`config.mk`:
```
export PLATFORM = sky130hd
export DESIGN_NAME = z80_mem_responder
export DESIGN_NICKNAME = d
export VERILOG_FILES = /design/src/rtl/z80_mem_responder_pkg.sv /design/src/rtl/z80_mem_responder.sv
export SDC_FILE = /design/constraint.sdc
export NUM_CORES = 1
export LEC_CHECK = 0
export ABC_AREA = 1
export CELL_PAD_IN_SITES_DETAIL_PLACEMENT = 0
export CELL_PAD_IN_SITES_GLOBAL_PLACEMENT = 1
export CORE_MARGIN = 2
export CORE_UTILIZATION = 29
export CTS_CLUSTER_SIZE = 10
export DETAILED_ROUTE_END_ITERATION = 16
export PLACE_DENSITY = 0.8
export SETUP_SLACK_MARGIN = 0.15
export SLEW_MARGIN = 20
export SYNTH_ARGS = -nofsm -noshare
export SYNTH_HDL_FRONTEND = slang
export SYNTH_SLANG_ARGS = --single-unit
export TNS_END_PERCENT = 100
```
`constraint.sdc`:
```
create_clock -name clk -period 1.6 [get_ports clk]
set_input_delay 0.32 -clock clk [delete_from_list [all_inputs] [get_ports clk]]
set_output_delay 0.32 -clock clk [all_outputs]
set_load 0.1 [all_outputs]
```
`src/rtl/z80_mem_responder_pkg.sv`:
```
// Shared types for the Z80 memory-cycle responder.
// FSM encoding and wait-counter width.
package z80_mem_responder_pkg;

  typedef enum logic [1:0] {
    IDLE,
    ACCESS,
    HOLD,
    DRAIN
  } resp_state_t;

  localparam int Z80_WAIT_CNT_W = 4;

endpackage

```
`src/rtl/z80_mem_responder.sv`:
```
// Z80 non-M1 memory cycle target: decodes a window, stretches
// the cycle with nWAIT and runs one req/ack backend transaction.
module z80_mem_responder
  import z80_mem_responder_pkg::*;
#(
  parameter logic [15:0] BASE      = 16'h0000,
  parameter int          SIZE_LOG2 = 14,
  parameter int          MIN_WAIT  = 1
) (
  input  logic                 clk,
  input  logic                 reset,
  input  logic [15:0]          A,
  input  logic                 nMREQ,
  input  logic                 nRD,
  input  logic                 nWR,
  input  logic                 nRFSH,
  input  logic [7:0]           D_in,
  output logic [7:0]           D_out,
  output logic                 data_out_en,
  output logic                 nWAIT,
  output logic                 mem_req,
  output logic                 mem_we,
  output logic [SIZE_LOG2-1:0] mem_addr,
  output logic [7:0]           mem_wdata,
  input  logic                 mem_ack,
  input  logic [7:0]           mem_rdata
);

  localparam int CW = Z80_WAIT_CNT_W;

  // A 16-bit window must compare no address bits at all.
  localparam logic [16:0] WIN     = 17'd1 << SIZE_LOG2;
  localparam logic [15:0] HI_MASK = ~(WIN[15:0] - 16'd1);
  localparam logic [CW:0] MIN_W   = (CW+1)'(MIN_WAIT);

  resp_state_t   state;
  logic [CW-1:0] wait_cnt;
  logic          acked;
  logic          is_read;

  logic          hit;
  logic          ack_now;
  logic [CW:0]   cnt_inc;
  logic [CW-1:0] cnt_sat;
  logic          release_ok;
  logic          unused_nwr;

  assign unused_nwr = nWR;

  assign hit = !nMREQ && nRFSH &&
               (((A ^ BASE) & HI_MASK) == 16'h0000);

  assign ack_now    = mem_req && mem_ack;
  assign cnt_inc    = {1'b0, wait_cnt} + {{CW{1'b0}}, 1'b1};
  assign cnt_sat    = (&wait_cnt) ? wait_cnt : cnt_inc[CW-1:0];
  assign release_ok = (acked || ack_now) && (cnt_inc >= MIN_W);

  always_ff @(posedge clk) begin
    if (reset) begin
      state       <= IDLE;
      wait_cnt    <= '0;
      acked       <= 1'b0;
      is_read     <= 1'b0;
      nWAIT       <= 1'b1;
      data_out_en <= 1'b0;
      D_out       <= 8'h00;
      mem_req     <= 1'b0;
      mem_we      <= 1'b0;
      mem_addr    <= '0;
      mem_wdata   <= 8'h00;
    end else begin
      unique case (state)
        IDLE: begin
          if (hit) begin
            state    <= ACCESS;
            mem_req  <= 1'b1;
            mem_addr <= A[SIZE_LOG2-1:0];
            nWAIT    <= 1'b0;
            wait_cnt <= '0;
            acked    <= 1'b0;
            is_read  <= !nRD;
            mem_we   <= nRD;
            if (nRD) mem_wdata <= D_in;
          end
        end
        ACCESS: begin
          if (nMREQ) begin
            nWAIT       <= 1'b1;
            data_out_en <= 1'b0;
            if (mem_req && !mem_ack) begin
              state <= DRAIN;
            end else begin
              mem_req <= 1'b0;
              state   <= IDLE;
            end
          end else begin
            wait_cnt <= cnt_sat;
            if (ack_now) begin
              mem_req <= 1'b0;
              acked   <= 1'b1;
              if (is_read) D_out <= mem_rdata;
            end
            if (release_ok) begin
              nWAIT       <= 1'b1;
              data_out_en <= is_read;
              state       <= HOLD;
            end
          end
        end
        HOLD: begin
          if (nMREQ || (is_read && nRD)) begin
            data_out_en <= 1'b0;
            state       <= IDLE;
          end
        end
        DRAIN: begin
          // Abandoned transfer: wait out the ack, drop the data.
          if (mem_ack) begin
            mem_req <= 1'b0;
            state   <= IDLE;
          end
        end
        default: state <= IDLE;
      endcase
    end
  end

endmodule

```
Placement density heat map:
8 x 8 tiles, from white (low) to dark blue (high), 0 to 100% covered.
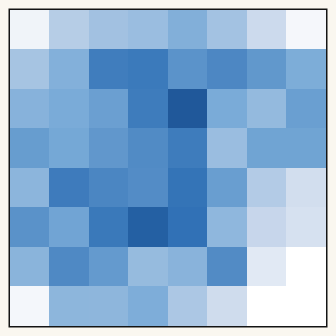
fullest tile: 84%
mean over tiles: 46%
nearly empty tiles: 4.7%
Final Util: 0.542
Core Box Area: 0.00596 mm2
floorplan core density: 0.302

Placed cells, one colour a class:
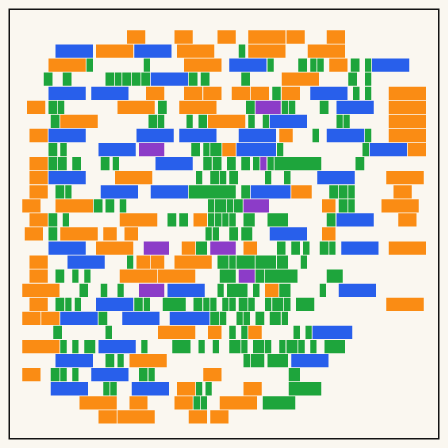
[clock drivers and dummy loads] purple | cells: 8 | share of their area: 3.0%
[remaining buffers and delay cells] orange | cells: 87 | share of their area: 38%
[remaining logic cells] green | cells: 194 | share of their area: 32%
[registers] blue | cells: 42 | share of their area: 27%
Seq area share: 0.262
cell area after layout: 0.00323 mm2
Cell Rows: 28

Placement view:
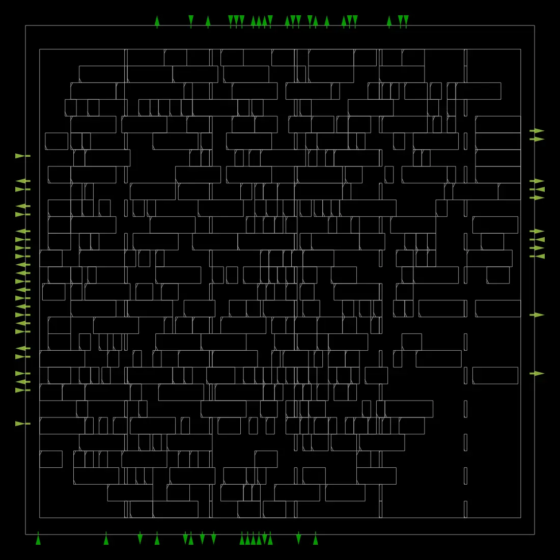
Flops: 42
n_taps: 75
Non-Filler Instances: 406

Where the registers sit:
Scale bar: 20 um. Other sequential cells in the stronger grey, the rest of the logic in the fainter grey.
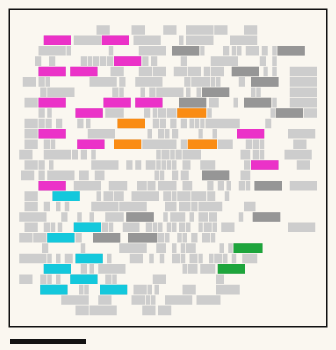
[mem_addr] magenta | placed flops: 14
[state] green | placed flops: 2
[mem_wdata] cyan | placed flops: 8 | where: bottom left
[wait_cnt] orange | placed flops: 4 | where: middle

==> impl_metrics.py <==
# Auto-generated metrics
metrics = {
    "die": {
        "die_y_um": 82.7,
        "pin_count": 73,
        "die_area_mm2": 0.00685,
    },
    "timing": {
        "fin_crit_ns": 1.38,
        "rsz0062_at_grt": "yes",
        "final_max_slew_viol_count": 0,
        "period_used_share": 0.860,
        "max_freq_ghz": 0.727,
        "setup_viol": 0,
        "whs_ns": 0.468,
        "hold_viol_final": 0,
    },
    "detailed_routing": {
        "wl_per_cell_um": 12.0,
        "drt-pass1-iter-count": 4,
        "avgViaCountPerCell": 4.63,
        "routed_wl_mm": 4.88,
        "drcViolationCount": 0,
    },
    "cells_and_area": {
        "fill_cells": 587,
        "drive_above_1_share": 0.290,
        "fin_nets": 371,
    },
    "critical_path": {
        "endpoint": "state[1]",
        "cp.arrival_ns": 1.61,
        "slowest_stage": "clkdlybuf4s50_1",
        "crit_start": "nMREQ",
        "max_stage_delay_ns": 0.53,
    },
    "grt": {
        "grt_pass1_vias": 1681,
        "grtUsageTotal": 0.147,
        "grt_max_degree": 16,
        "antenna_found_initial": 0,
        "grt_busiest_layer": "met2",
        "met2_usage": 0.241,
        "gr-total-overflow": 0,
    },
    "power": {
        "p_sw_uw": 1070,
        "p_per_area_mw_per_mm2": 911,
        "p_seq_frac": 0.399,
        "clkPwrFrac": 0.251,
    },
    "clock_network": {
        "cts_buffer_depth": 2,
        "cts_sinks": 42,
        "tritoncts": "yes",
        "htree_levels": 2,
    },
    "yosys": {
        "synthTopCellsByCount": "nor2_1 (47), dfxtp_1 (42), nand2_1 (37)",
        "top_cells_by_area": "dfxtp_1 (47%), nor2_1 (9.8%), nand2_1 (7.7%), nand3_1 (7.0%), a21oi_1 (6.4%)",
        "ys_seq_share": 0.468,
        "synth.avg_cell_area_um2": 7.37,
        "edf_count": 0,
        "top_area_cell": "dfxtp_1",
        "syn_nets": 285,
    },
    "place": {
        "routabilityCongestion": 0.860,
        "place_inst": 397,
    },
    "status": {
        "outcome": "complete, no violations",
    },
    "min_path": {
        "worstHoldStart": "acked",
        "hp-class": "reg2reg",
    },
}
## layout make-up
type,count,share of cell area
clock inverters,1,0.00271
clock buffers,7,0.0267
repair buffers,87,0.368
flip-flops and latches,42,0.262
well taps,75,0.0290
multi-input cells,172,0.286
inverters,22,0.0263
## worst max-delay path: cells and delay by family
family                 cells  cell delay [ns]
AOI/OAI and AO/OA          1             0.04
buffers and inverters      3             0.70
and+or+nand+nor            5             0.55
## kinds of logic (layout without fill, tap and decap cells)
kind of cell	count (synthesis)	after routing	share of synthesized area
and+or+nand+nor	127	127	0.326
adders and majority gates	2	2	0.0139
DFF	42	42	0.468
buffers and inverters	30	117	0.0682
AOI/OAI and AO/OA	43	43	0.124
## registers in the layout (all words and copies together), names as in the netlist
name         count
mem_addr        14
D_out            8
mem_wdata        8
wait_cnt         4
state            2
acked            1
data_out_en      1
is_read          1
mem_req          1
mem_we           1
nWAIT            1
## power groups by stage
stage | sequential, uW | combinational (uW) | clock [uW]
2_1_floorplan | 1340 | 432 | 0
3_3_place_gp | 1190 | 934 | 0
3_5_place_dp | 1190 | 940 | 0
4_1_cts | 1160 | 942 | 763
5_1_grt | 1180 | 1120 | 805
6_report | 1170 | 1030 | 739
## how the worst min path moves through the flow
stage / endpoint / slack (ns) / cells after the start
4_1_cts: acked / 0.47 / 2
5_1_grt: acked / 0.49 / 2
2_1_floorplan: mem_addr[11] / 0.39 / 1
3_5_place_dp: acked / 0.46 / 2
3_3_place_gp: acked / 0.45 / 2
6_report: acked / 0.47 / 2
## stage by stage
step           setup WS [ns]  area [um2]  TNS [ns]
6_report               0.224        3230         0
5_1_grt                0.101        3230         0
4_1_cts                0.151        3120         0
3_5_place_dp          -0.114        3030     -2.30
3_3_place_gp         -0.0987        3030     -2.08
2_1_floorplan          0.153        1800         0
## cells in the final DEF, fill, tap and decap left out
| cell | count |
|---|---|
| buf_6 | 1 |
| o21ai_1 | 1 |
| nand2_1 | 34 |
| clkbuf_1 | 1 |
| nand3b_1 | 1 |
| ha_4 | 2 |
| inv_6 | 1 |
| nand3_1 | 23 |
| a21oi_2 | 1 |
| buf_12 | 35 |
| nand3_2 | 3 |
| nand2_2 | 7 |
| nand3_4 | 3 |
| inv_2 | 8 |
| buf_4 | 14 |
| a211oi_2 | 1 |
| o21ai_0 | 18 |
| and2_4 | 1 |
| inv_1 | 13 |
| nor2_2 | 3 |
| nand4_1 | 4 |
| dfxtp_2 | 4 |
| dfxtp_1 | 38 |
| clkbuf_8 | 6 |
| clkdlybuf4s50_1 | 37 |
| nor2_4 | 5 |
| nor2_1 | 43 |
| a21oi_1 | 22 |
| inv_4 | 1 |
## metal layers
metal | share of wire | wire, um
met2 | 0.49 | 2390
met5 | 0 | 0
met1 | 0.43 | 2120
met4 | 0.010 | 51
met3 | 0.066 | 321
## timing repair
action | in CTS | in global routing
pin swaps | 1 | 8
gates resized | 0 | 26
buffers inserted | 0 | 1
hold buffers | 0 | 0
endpoints found under the setup margin | 1 | 22
No activity file was given, so power comes from the tool's default toggle rates.
